--- src/rtl/stopwatch_pkg.sv ---
`default_nettype none
// ============================================================================
// Module      : stopwatch_pkg
// Description : Shared types and digit limits for the stopwatch counting core.
// Revision    : 1.0 - initial release
// ============================================================================
package stopwatch_pkg;

    typedef enum logic [1:0] {
        IDLE  = 2'd0,
        RUN   = 2'd1,
        PAUSE = 2'd2
    } sw_state_t;

    typedef logic [3:0] bcd_digit_t;

    localparam bcd_digit_t SEC_ONES_MAX = 4'd9;
    localparam bcd_digit_t SEC_TENS_MAX = 4'd5;
    localparam bcd_digit_t MIN_ONES_MAX = 4'd9;

endpackage : stopwatch_pkg
`default_nettype wire

--- src/rtl/edge_sync.sv ---
`default_nettype none
// ============================================================================
// Module      : edge_sync
// Description : Multi-flop synchronizer followed by a registered rising-edge
//               detector. A rising edge on d_in yields a one-cycle pulse
//               SYNC_STAGES+1 cycles later; a held level yields one pulse.
// Revision    : 1.0 - initial release
// ============================================================================
module edge_sync #(
    parameter int SYNC_STAGES = 2
) (
    input  logic clk100MHz,
    input  logic rst,
    input  logic d_in,
    output logic pulse_out
);

    logic [SYNC_STAGES-1:0] r_sync;
    logic                   r_prev;
    logic                   r_pulse;

    // Shift the asynchronous level through the synchronizer chain
    always_ff @(posedge clk100MHz or posedge rst) begin
        if (rst) begin
            r_sync <= '0;
        end else begin
            r_sync <= {r_sync[SYNC_STAGES-2:0], d_in};
        end
    end

    // Register the rising edge of the synchronized level as a single pulse
    always_ff @(posedge clk100MHz or posedge rst) begin
        if (rst) begin
            r_prev  <= 1'b0;
            r_pulse <= 1'b0;
        end else begin
            r_prev  <= r_sync[SYNC_STAGES-1];
            r_pulse <= r_sync[SYNC_STAGES-1] & ~r_prev;
        end
    end

    assign pulse_out = r_pulse;

endmodule : edge_sync
`default_nettype wire

--- src/rtl/stopwatch_core.sv ---
`default_nettype none
// ============================================================================
// Module      : stopwatch_core
// Description : MM:SS BCD stopwatch counter with start/stop/clear control.
//               The 1 Hz tick is sampled as data on the 100 MHz clock.
//               Optional lap-hold display freeze when STOPWATCH_LAP_EN is
//               defined.
// Revision    : 1.0 - initial release
// ============================================================================
module stopwatch_core
    import stopwatch_pkg::*;
#(
    parameter int SYNC_STAGES  = 2,
    parameter int MAX_MIN_TENS = 5
) (
    input  logic        clk100MHz,
    input  logic        rst,
    input  logic        tick_in,
    input  logic        btn_start,
    input  logic        btn_stop,
    input  logic        btn_clear,
    input  logic        btn_lap,
    output logic [15:0] bcd_out,
    output logic        running,
    output logic        overflow,
    output logic        lap_active
);

    localparam bcd_digit_t C_MIN_TENS_MAX = bcd_digit_t'(MAX_MIN_TENS);

    logic       w_tick;
    logic       w_start;
    logic       w_stop;
    logic       w_clear;
    logic       w_lap;

    sw_state_t  r_state;
    sw_state_t  w_next;
    logic       r_running;
    logic       r_overflow;

    bcd_digit_t r_sec_ones;
    bcd_digit_t r_sec_tens;
    bcd_digit_t r_min_ones;
    bcd_digit_t r_min_tens;

    logic       w_count_en;
    logic       w_clear_cnt;
    logic       w_c0;
    logic       w_c1;
    logic       w_c2;
    logic       w_c3;
    logic [15:0] w_live;

    edge_sync #(.SYNC_STAGES(SYNC_STAGES)) u_sync_tick  (.clk100MHz(clk100MHz), .rst(rst), .d_in(tick_in),   .pulse_out(w_tick));
    edge_sync #(.SYNC_STAGES(SYNC_STAGES)) u_sync_start (.clk100MHz(clk100MHz), .rst(rst), .d_in(btn_start), .pulse_out(w_start));
    edge_sync #(.SYNC_STAGES(SYNC_STAGES)) u_sync_stop  (.clk100MHz(clk100MHz), .rst(rst), .d_in(btn_stop),  .pulse_out(w_stop));
    edge_sync #(.SYNC_STAGES(SYNC_STAGES)) u_sync_clear (.clk100MHz(clk100MHz), .rst(rst), .d_in(btn_clear), .pulse_out(w_clear));
    edge_sync #(.SYNC_STAGES(SYNC_STAGES)) u_sync_lap   (.clk100MHz(clk100MHz), .rst(rst), .d_in(btn_lap),   .pulse_out(w_lap));

    // Next-state decode; clear beats stop beats start, illegal pulses dropped
    always_comb begin
        w_next = r_state;
        case (r_state)
            IDLE:    if (w_start) w_next = RUN;
            RUN:     if (w_stop)  w_next = PAUSE;
            PAUSE: begin
                if (w_clear)      w_next = IDLE;
                else if (w_start) w_next = RUN;
            end
            default: w_next = IDLE;
        endcase
    end

    // Ticks count only in RUN (including the cycle a stop takes effect)
    assign w_count_en  = (r_state == RUN) && w_tick;
    assign w_clear_cnt = (r_state == PAUSE) && w_clear;

    // Ripple-carry terms, all resolved within the tick cycle
    assign w_c0 = (r_sec_ones == SEC_ONES_MAX);
    assign w_c1 = w_c0 && (r_sec_tens == SEC_TENS_MAX);
    assign w_c2 = w_c1 && (r_min_ones == MIN_ONES_MAX);
    assign w_c3 = w_c2 && (r_min_tens == C_MIN_TENS_MAX);

    // State register and registered running flag
    always_ff @(posedge clk100MHz or posedge rst) begin
        if (rst) begin
            r_state   <= IDLE;
            r_running <= 1'b0;
        end else begin
            r_state   <= w_next;
            r_running <= (w_next == RUN);
        end
    end

    // BCD digit counters with sticky overflow on full wrap
    always_ff @(posedge clk100MHz or posedge rst) begin
        if (rst) begin
            r_sec_ones <= '0;
            r_sec_tens <= '0;
            r_min_ones <= '0;
            r_min_tens <= '0;
            r_overflow <= 1'b0;
        end else if (w_clear_cnt) begin
            r_sec_ones <= '0;
            r_sec_tens <= '0;
            r_min_ones <= '0;
            r_min_tens <= '0;
            r_overflow <= 1'b0;
        end else if (w_count_en) begin
            r_sec_ones <= w_c0 ? '0 : r_sec_ones + 4'd1;
            if (w_c0) r_sec_tens <= w_c1 ? '0 : r_sec_tens + 4'd1;
            if (w_c1) r_min_ones <= w_c2 ? '0 : r_min_ones + 4'd1;
            if (w_c2) r_min_tens <= w_c3 ? '0 : r_min_tens + 4'd1;
            if (w_c3) r_overflow <= 1'b1;
        end
    end

    assign w_live   = {r_min_tens, r_min_ones, r_sec_tens, r_sec_ones};
    assign running  = r_running;
    assign overflow = r_overflow;

`ifdef STOPWATCH_LAP_EN
    logic        r_lap_hold;
    logic [15:0] r_lap_reg;

    // Lap hold toggles on lap pulses in RUN; clear in PAUSE releases it
    always_ff @(posedge clk100MHz or posedge rst) begin
        if (rst) begin
            r_lap_hold <= 1'b0;
            r_lap_reg  <= '0;
        end else if (w_clear_cnt) begin
            r_lap_hold <= 1'b0;
        end else if ((r_state == RUN) && w_lap) begin
            r_lap_hold <= ~r_lap_hold;
            if (!r_lap_hold) r_lap_reg <= w_live;
        end
    end

    assign bcd_out    = r_lap_hold ? r_lap_reg : w_live;
    assign lap_active = r_lap_hold;
`else
    logic w_unused_lap;
    assign w_unused_lap = w_lap;
    assign bcd_out      = w_live;
    assign lap_active   = 1'b0;
`endif

endmodule : stopwatch_core
`default_nettype wire

--- config.mk ---
export PLATFORM = sky130hd
export DESIGN_NAME = stopwatch_core
export DESIGN_NICKNAME = d
export VERILOG_FILES = /design/src/rtl/stopwatch_pkg.sv /design/src/rtl/edge_sync.sv /design/src/rtl/stopwatch_core.sv
export SDC_FILE = /design/constraint.sdc
export NUM_CORES = 1
export LEC_CHECK = 0
export CORE_AREA = 3 3 59 61
export CTS_BUF_LIST = sky130_fd_sc_hd__clkbuf_4 sky130_fd_sc_hd__clkbuf_8
export DETAILED_ROUTE_END_ITERATION = 16
export DIE_AREA = 0 0 62 64
export GPL_ROUTABILITY_DRIVEN = 0
export HOLD_SLACK_MARGIN = 0.03
export PLACE_DENSITY = 0.77
export REMOVE_ABC_BUFFERS = 1
export SLEW_MARGIN = 20
export SYNTH_ARGS = -nofsm -noshare
export SYNTH_HDL_FRONTEND = slang
export SYNTH_SLANG_ARGS = --single-unit
--- constraint.sdc ---
create_clock -name clk100MHz -period 2.37 [get_ports clk100MHz]
set_clock_uncertainty 0.05 [all_clocks]
set_input_delay 0.474 -clock clk100MHz [delete_from_list [all_inputs] [get_ports clk100MHz]]
set_output_delay 0.474 -clock clk100MHz [all_outputs]
set_load 0.05 [all_outputs]
Supply network:
Pins as bars on the die edge.
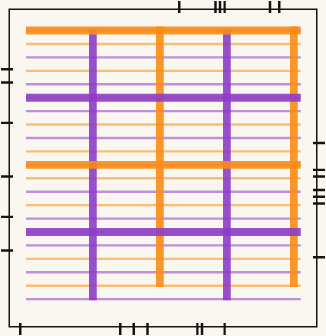
Orange stands for VDD. Purple stands for VSS.
26 signal pins sit on the boundary. 21 met1 rails follow the rows. The core has 20 rows. 4 straps on met4. 4 straps on met5.
peak supply drop: 494 uV
vertical die dimension: 64 um
core region area: 3030 um^2

Placement by cell class:
Bar = 20 um.
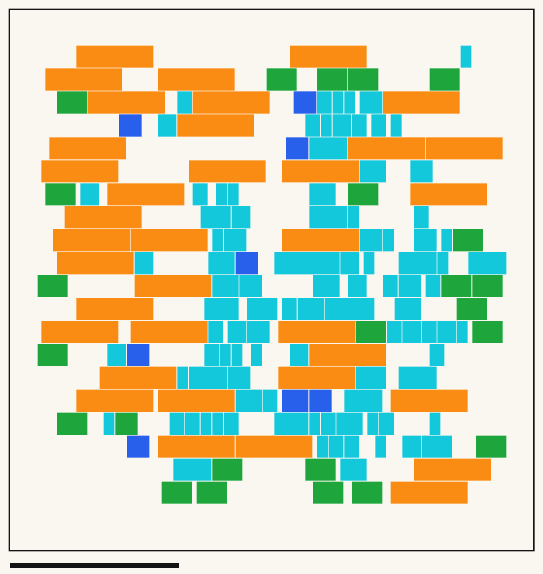
Orange stands for flip-flops, cells 36, share of their area 49%. Cyan stands for all other logic, cells 97, share of their area 35%. Green stands for other buffers and delay cells, cells 24, share of their area 13%. Blue stands for clock drivers and dummy loads, cells 8, share of their area 3.3%.
share of cell area taken by flip-flops and latches: 47.3%
site row count: 20
final design instance area without fill: 1900 um^2
Final Util: 62.9%

-- per-layer routing --
metal | routed length [um] | share of wire (%) | vias to the layer above
li1 | - | - | 526
met1 | 1140 | 41 | 517
met2 | 1430 | 52 | 23
met3 | 144 | 5.2 | 5
met4 | 34 | 1.2 | 0
met5 | 0 | 0 | -
-- where the power goes --
group          switching [mW]  internal, mW  total [mW]  leakage (nW)
logic                   0.452         0.247       0.699         0.372
registers               0.112         0.708       0.819         0.448
clock network           0.212         0.117       0.328        0.0274
total                   0.775          1.07        1.85         0.847
-- metrics by stage --
step / hold WS [ns] / worst slack, ns / util, % / instances / area (um^2)
2_1_floorplan: 0.281 / 0.364 / - / 133 / 1550
3_3_place_gp: 0.287 / 0.591 / 60.9 / 201 / 1840
3_5_place_dp: 0.286 / 0.515 / 60.9 / 201 / 1840
4_1_cts: 0.318 / 0.185 / 62.9 / 209 / 1900
5_1_grt: 0.326 / 0.135 / 62.9 / 209 / 1900
6_report: 0.314 / 0.213 / 62.9 / 209 / 1900
-- cell usage after synthesis, drive strengths merged, types with 3 or more instances --
master	instances
dfrtp	36
nand2	13
o21ai	12
ha	8
inv	8
a21oi	5
and3b	5
nand3	5
nand3b	5
nor2b	5
buf	4
nor2	4
mux2i	3
o31ai	3
-- kinds of logic after synthesis --
kind of cell | count (synthesis) | synth area share (%)
adder cells (fa/ha/maj) | 8 | 6.30
flip-flops | 36 | 56.7
XOR/XNOR | 1 | 0.552
AND-OR/OR-AND | 25 | 11.0
multiplexers | 5 | 3.31
AND/OR/NAND/NOR | 49 | 17.6
other | 1 | 0.236
buffers and inverters | 12 | 4.26
==> out/notes.md <==
The flow ran to the end, and the final reports show no timing, DRC or antenna violations. The category of the critical setup timing path was flip-flop to output port. The run gives 0.50 ns as the register-to-register setup slack. The data arrival time reported for the critical path is 1.63 ns. Leaving out fill and tap cells, the most frequent cells in the layout are sky130_fd_sc_hd__dfrtp_1, sky130_fd_sc_hd__clkdlybuf4s50_1, sky130_fd_sc_hd__nand2_1. The met3 routing resource usage after global routing is 5.66%. The number of cell instances on the worst register-to-register path is 6, and the hold buffer count at cts is 0. For this run, the top clock speed supported by timing is 464 MHz. The signed area change from the synthesized netlist to the final layout works out to 19.9%. In this run the count of I/O pins placed on the die edge is 26. The post-synth register bit count is 36. After routing, the total negative slack on setup checks comes to 0 ns. 89 cells are multi-input combinational gates. The run gives 23 for the number of buffers added on ports. The sequential area share after synthesis is 56.7%. Hold-check failures listed in the final report amount to 0.

After synthesis, the cell types taking the most area are sky130_fd_sc_hd__dfrtp_1, sky130_fd_sc_hd__ha_1, sky130_fd_sc_hd__o21ai_0. Total buffers and inverters traversed by the critical path: 1. The critical path capture point was bcd_out[12].

At the worst endpoint, the required time is 1.85 ns. TritonCTS built the clock tree. Each instance of the synthesized netlist takes up on average 11.6 um^2.

Clock cells make up 3.22% of the layout cell area. STA classifies the critical path endpoint as an output port. Cell kind with the greatest summed area: registers.

The run gives 2750 um as the post-detailed-routing wire length. Most common logic cell in the routed design: sky130_fd_sc_hd__dfrtp_1. The timing report attributes the biggest portion of critical-path delay to buffers and inverters. The type recorded for the worst min-delay path is flip-flop to flip-flop.

The tools report the total of cells resized after clock tree synthesis as 0. The share of async-settable or async-resettable flops after synthesis is 100%, and the met2 global-route usage is 25.9%. The run gives 0 for the number of warning messages in the yosys log.

The via count of the first global-routing pass is 1016. The tools report the number of fill cells in the layout as 236.
No activity file was given, so power comes from the tool's default toggle rates.
